--- src/rtl/data_memory_responder_if.sv ---
// Request/response bus between the main controller and the data memory responder.
interface data_memory_responder_if;
    logic        memoryRead;
    logic        memoryWrite;
    logic [63:0] address;
    logic [63:0] writeData;
    logic [63:0] readData;
    logic        ready;
    logic        busy;
    logic        error;

    modport master (
        output memoryRead, memoryWrite, address, writeData,
        input  readData, ready, busy, error
    );

    modport slave (
        input  memoryRead, memoryWrite, address, writeData,
        output readData, ready, busy, error
    );
endinterface

--- src/rtl/data_memory_responder.sv ---
// Doubleword data memory with a fixed-latency IDLE/WAIT/DONE handshake.
// Optional macro DMEM_MISALIGN_CHECK_EN: flag and suppress accesses with address[2:0] != 0.
module data_memory_responder #(
    parameter int WAIT_CYCLES = 2,
    parameter int DEPTH_WORDS = 32
) (
    input  logic clock,
    input  logic resetN,
    data_memory_responder_if.slave bus
);
    localparam int IDX_W = (DEPTH_WORDS > 1) ? $clog2(DEPTH_WORDS) : 1;

    typedef enum logic [1:0] {IDLE, WAIT, DONE} state_t;

    state_t            state, state_nxt;
    logic [3:0]        cnt, cnt_nxt;
    logic              op_wr;
    logic [IDX_W-1:0]  idx;
    logic [63:0]       wdata;
    logic              misal;
    logic [63:0]       rdata;
    logic              err;
    logic [63:0]       mem [DEPTH_WORDS];

    logic              accept;
    logic              in_misal;
    logic [IDX_W-1:0]  in_idx;
    logic              commit_go;
    logic              commit_wr;
    logic [IDX_W-1:0]  commit_idx;
    logic [63:0]       commit_data;
    logic              commit_misal;
    logic              unused_addr;

    assign accept      = (state == IDLE) && (bus.memoryRead ^ bus.memoryWrite);
    assign in_idx      = bus.address[3 +: IDX_W];
    assign unused_addr = ^bus.address;
`ifdef DMEM_MISALIGN_CHECK_EN
    assign in_misal = (bus.address[2:0] != 3'b000);
`else
    assign in_misal = 1'b0;
`endif

    // The commit happens on the edge entering DONE; with no wait cycles that
    // edge is also the acceptance edge, so the live request is used directly.
    always_comb begin
        state_nxt    = state;
        cnt_nxt      = cnt;
        commit_go    = 1'b0;
        commit_wr    = op_wr;
        commit_idx   = idx;
        commit_data  = wdata;
        commit_misal = misal;
        case (state)
            IDLE: begin
                if (accept) begin
                    if (WAIT_CYCLES == 0) begin
                        state_nxt    = DONE;
                        commit_go    = 1'b1;
                        commit_wr    = bus.memoryWrite;
                        commit_idx   = in_idx;
                        commit_data  = bus.writeData;
                        commit_misal = in_misal;
                    end else begin
                        state_nxt = WAIT;
                        cnt_nxt   = WAIT_CYCLES[3:0];
                    end
                end
            end
            WAIT: begin
                if (cnt == 4'd0) begin
                    state_nxt = DONE;
                    commit_go = 1'b1;
                end else begin
                    cnt_nxt = cnt - 4'd1;
                end
            end
            DONE:    state_nxt = IDLE;
            default: state_nxt = IDLE;
        endcase
    end

    always_ff @(posedge clock or negedge resetN) begin
        if (!resetN) begin
            state <= IDLE;
            cnt   <= 4'd0;
            op_wr <= 1'b0;
            idx   <= '0;
            wdata <= 64'd0;
            misal <= 1'b0;
            rdata <= 64'd0;
            err   <= 1'b0;
        end else begin
            state <= state_nxt;
            cnt   <= cnt_nxt;
            if (accept) begin
                op_wr <= bus.memoryWrite;
                idx   <= in_idx;
                wdata <= bus.writeData;
                misal <= in_misal;
            end
            if (commit_go && !commit_wr && !commit_misal)
                rdata <= mem[commit_idx];
            err <= commit_go && commit_misal;
        end
    end

    // Storage is deliberately left out of reset.
    always_ff @(posedge clock) begin
        if (commit_go && commit_wr && !commit_misal)
            mem[commit_idx] <= commit_data;
    end

    assign bus.readData = rdata;
    assign bus.ready    = (state == DONE);
    assign bus.busy     = (state != IDLE);
    assign bus.error    = err;
endmodule

--- src/flat_wrapper.sv ---
// flat-port wrapper written by rule: the top's interface ports become plain ports
module data_memory_responder_flat 
#(
    parameter int WAIT_CYCLES = 2,
    parameter int DEPTH_WORDS = 32
)
  (clock, resetN, bus_memoryRead, bus_memoryWrite, bus_address, bus_writeData, bus_readData, bus_ready, bus_busy, bus_error);
  data_memory_responder_if bus_i ();
  input  logic clock;
  input  logic resetN;
  input wire logic [$bits(bus_i.memoryRead)-1:0] bus_memoryRead;
  input wire logic [$bits(bus_i.memoryWrite)-1:0] bus_memoryWrite;
  input wire logic [$bits(bus_i.address)-1:0] bus_address;
  input wire logic [$bits(bus_i.writeData)-1:0] bus_writeData;
  output wire logic [$bits(bus_i.readData)-1:0] bus_readData;
  output wire logic [$bits(bus_i.ready)-1:0] bus_ready;
  output wire logic [$bits(bus_i.busy)-1:0] bus_busy;
  output wire logic [$bits(bus_i.error)-1:0] bus_error;
  assign bus_i.memoryRead = bus_memoryRead;
  assign bus_i.memoryWrite = bus_memoryWrite;
  assign bus_i.address = bus_address;
  assign bus_i.writeData = bus_writeData;
  assign bus_readData = bus_i.readData;
  assign bus_ready = bus_i.ready;
  assign bus_busy = bus_i.busy;
  assign bus_error = bus_i.error;
  data_memory_responder #(.WAIT_CYCLES(WAIT_CYCLES), .DEPTH_WORDS(DEPTH_WORDS)) u_core (.clock(clock), .resetN(resetN), .bus(bus_i));
endmodule
--- config.mk ---
export PLATFORM = sky130hd
export DESIGN_NAME = data_memory_responder_flat
export DESIGN_NICKNAME = d
export VERILOG_FILES = /design/src/rtl/data_memory_responder_if.sv /design/src/rtl/data_memory_responder.sv /design/src/flat_wrapper.sv
export SDC_FILE = /design/constraint.sdc
export NUM_CORES = 2
export LEC_CHECK = 0
export ABC_AREA = 0
export CAP_MARGIN = 20
export CORE_MARGIN = 1
export CORE_UTILIZATION = 35
export CTS_CLUSTER_DIAMETER = 60
export DETAILED_ROUTE_END_ITERATION = 8
export PLACE_DENSITY = 0.6
export SLEW_MARGIN = 20
export SYNTH_ARGS = -nofsm -noshare
export SYNTH_HDL_FRONTEND = slang
export SYNTH_SLANG_ARGS = --single-unit
--- constraint.sdc ---
create_clock -name clock -period 6.2 [get_ports clock]
set_clock_uncertainty 0.15 [all_clocks]
set_input_delay 1.86 -clock clock [delete_from_list [all_inputs] [get_ports clock]]
set_output_delay 1.86 -clock clock [all_outputs]
set_load 0.01 [all_outputs]
==> results.rst <==
Implementation results
======================

.. list-table::
   :header-rows: 1

   * - Metric
     - Value
   * - Top logic cells by instance count in the layout
     - edfxtp_1 (2,048), mux2i_1 (496), mux4_2 (262), nand2_1 (253), clkbuf_16 (222)
   * - Category of the critical setup timing path
     - flop to primary output
   * - Post-layout period usage of the worst path
     - 66.21%
   * - Hold bufs inserted after CTS
     - 0
   * - Maximum number of pins on one net before global-route repair
     - 127
   * - Final cell utilization of the core
     - 40.60%
   * - Max Fclk
     - 0.2436 GHz
   * - RSZ-0062 raised after global routing
     - no
   * - Worst path depth
     - 2
   * - Data arrival time of the critical path
     - 2.10 ns
   * - Pin slew with the least headroom to its limit
     - 1.161 ns
   * - Clock tree sinks
     - 2,188
   * - Area of the synthesized netlist per yosys stat
     - 82,640 µm²
   * - Reg2reg setup slack
     - 2.13 ns
   * - Fin cells
     - 7,743
   * - Die Outline Area
     - 238,100 µm²
   * - Worst slack at placement
     - 1.985 ns
   * - Final RePlAce weighted congestion
     - 0.7501
   * - Main logic family
     - multiplexers
   * - First-pass detailed-route iteration total
     - 7
   * - Clock-pin slew on the worst setup and hold paths
     - 0.06 ns
   * - Final HPWL DP
     - 116.2 mm
   * - Via count of the first global-routing pass
     - 42,010
   * - Wire length of the first global-routing pass
     - 308.1 mm
   * - Effective utilization at floorplan
     - 35.17%
   * - Total leakage power
     - 0.03068 µW
   * - Largest stage delay on the critical path
     - 0.49 ns
   * - CP Capture Point
     - bus_busy
   * - Critical path peak fanout
     - 4
   * - Residual antenna-violating net count after detailed routing
     - 0
   * - Remaining design rule violation count
     - 0
   * - Tot GR Track Use
     - 18.13%
   * - Critical path buffers and inverters
     - 1
   * - Post-detailed-route via-to-cell ratio
     - 5.347
   * - Violation tally from detailed-route iteration zero
     - 4,401
   * - Depth of the worst register-to-register path
     - 8
   * - Final layout net count
     - 4,536
   * - Sequential-to-total area share from yosys stat
     - 78.66%
   * - Proportion of register bits with asynchronous set or reset after synthesis
     - 6.399%
   * - Number of maximum-capacitance violations
     - 0
   * - Hold path cells
     - 1
   * - Startpoint types
     - flop
   * - Mean area per synthesized cell
     - 19.92 µm²
   * - Worst Path Required
     - 4.19 ns
   * - Post-route setup slack
     - 2.095 ns
   * - Number of rows in the core area
     - 178
   * - Post-synth regs
     - 2,188
   * - Max transition margin
     - 22.42%
   * - Number of CTS-inserted buffers
     - 220
   * - Placed Area
     - 88,330 µm²
   * - Clock Root Buffer
     - clkbuf_16
   * - Series of cell instances along the critical path
     - or2_2 > clkdlybuf4s50_1
   * - Period minus WS final
     - 4.105 ns
   * - Power density relative to cell area
     - 442.7 nW/µm²
   * - Antenna violations before repair
     - 3
   * - Latency at later pin
     - 0.87 ns
   * - Tool warnings
     - 93
   * - Share of final-layout standard cells stronger than drive strength 1
     - 16.68%
   * - RR Endpoint
     - u_core.mem[10][1]
   * - Number of endpoints failing setup at the final stage
     - 0
   * - Status
     - completed
   * - Parity-gate share of the synthesized area counting xor and xnor cells
     - 0.03179%
   * - Dominant delay contributor by cell family on the critical path
     - buffers and inverters
   * - Count of buffers inserted at the top-level ports
     - 138
   * - Aoi/oai-family share of the synthesized area
     - 4.064%
   * - Clock tree from TritonCTS
     - built
   * - Top_reg_cell synth
     - edfxtp_1
   * - Routed length per placed instance
     - 28.05 µm
   * - Launching point of the worst reg2reg path
     - u_core.cnt[1]
==> worst register-to-register path, stage by stage, from the launching register on <==
cell	delay (ns)
dfrtp_1	0.40
inv_1	0.09
ha_1	0.15
nor3b_1	0.26
nand3_1	0.36
nor2_1	0.21
nand2_1	0.46
nor2_4	0.98
buf_4	0.56
==> worst min-delay path by stage <==
stage | start | end | slack, ns
after floorplan | u_core.cnt[1] | u_core.cnt[1] | 0.37
after global placement | u_core.bus.readData[30] | u_core.bus.readData[30] | 0.31
after detailed placement | u_core.bus.readData[40] | u_core.bus.readData[40] | 0.32
after CTS | u_core.bus.readData[40] | u_core.bus.readData[40] | 0.33
after global routing | u_core.bus.readData[40] | u_core.bus.readData[40] | 0.34
final | u_core.bus.readData[40] | u_core.bus.readData[40] | 0.33
==> synthesized netlist by cell type (all sizes together), types with 2 or more instances <==
library cell,n,share of area (%)
edfxtp,2048,74
mux2i,496,6.0
mux4,262,7.1
nand2,253,1.1
o22ai,180,1.4
buf,154,1.1
dfrtp,140,4.2
nor2,106,0.48
clkbuf,80,0.36
a31oi,60,0.45
a22oi,53,0.48
a221oi,47,0.51
a22o,32,0.34
a21oi,30,0.18
nor4,28,0.21
o21ai,21,0.13
a2111oi,17,0.18
o221ai,16,0.17
or3,12,0.097
nor2b,11,0.083
a21boi,10,0.091
nand3,10,0.061
nand2b,8,0.061
nor3,8,0.055
or4,7,0.064
a21o,6,0.055
and2,6,0.045
nand4bb,5,0.068
or2,5,0.038
nand4b,4,0.050
or4b,4,0.048
nand4,3,0.023
o2111ai,3,0.032
o22a,3,0.032
and3,2,0.015
ha,2,0.030
inv,2,0.0091
o211ai,2,0.018
xnor2,2,0.021
==> registers in the layout, indices dropped and copies added, names as in the netlist <==
name and cells:
u_core.commit_idx 5, u_core.mem 2048, u_core.commit_data 64, u_core.bus.readData 64
u_core.commit_wr 1, u_core.state 2, u_core.cnt 4
==> routing by layer <==
metal,track usage [%],share of wire [%],vias to the layer above,wire (µm)
li1,-,-,17520,-
met1,24.41,42,22112,91000
met2,30.15,49,1446,106700
met3,2.755,6.1,323,13320
met4,5.650,2.9,0,6209
met5,0,0,-,0
==> cell type report <==
cell class | instances | area (µm²)
fill | 20593 | 139600
sequential | 2188 | 65020
multi-input combinational | 1724 | 16740
clock buffer | 287 | 5889
tap | 3150 | 3941
timing repair buffer | 266 | 2641
clock inverter | 124 | 1160
inverter | 2 | 7.507
antenna | 2 | 5.005
==> power breakdown <==
part | total [µW] | switching, µW | internal [µW]
combinational | 8600 | 4890 | 3710
sequential | 20700 | 2140 | 18600
clock | 12900 | 5650 | 7270
==> cells by family (layout without fill, tap and decap cells) <==
| kind of cell | after synthesis | in the layout |
|---|---|---|
| DFF | 2188 | 2188 |
| muxes | 759 | 759 |
| AOI/OAI and AO/OA | 483 | 483 |
| and+or+nand+nor | 476 | 476 |
| buffers and inverters | 236 | 679 |
| xor gates and xnor gates | 3 | 3 |
| adders and majority gates | 2 | 2 |
| other | 1 | 3 |
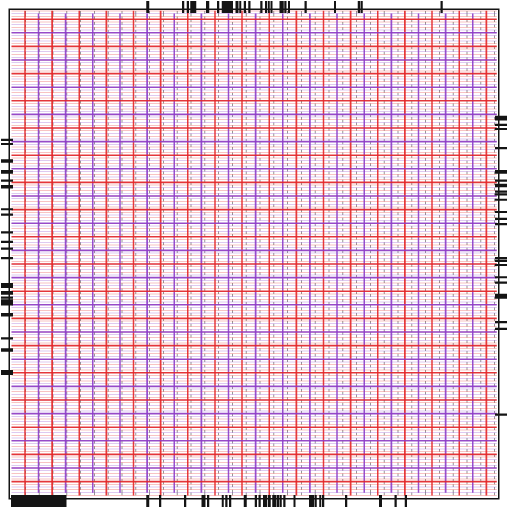
*Supply network*
Scale: 1 px per µm. Pins as bars on the die edge. Tap cells in grey.
legend:
  red:
    net: VSS
  purple:
    net: VDD
signal pins: 199
rows: 178
maximum resistive drop on vdd: 336.9 µV
chip width: 487.9 µm

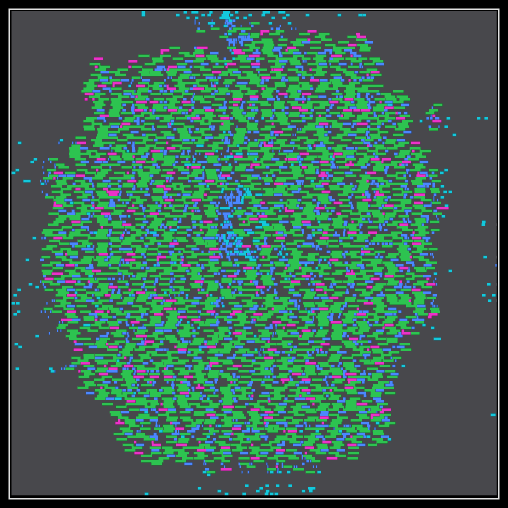
*Placement by cell class*
Scale: 1 px per µm. Fill, decap, tap and diode cells in grey.
legend:
  green:
    class: sequential cells
    cells: 2,188
  magenta:
    class: clock drivers and dummy loads
    cells: 411
  cyan:
    class: remaining buffers and delay cells
    cells: 266
  blue:
    class: combinational and other logic
    cells: 1,726

No activity file was given, so power comes from the tool's default toggle rates.
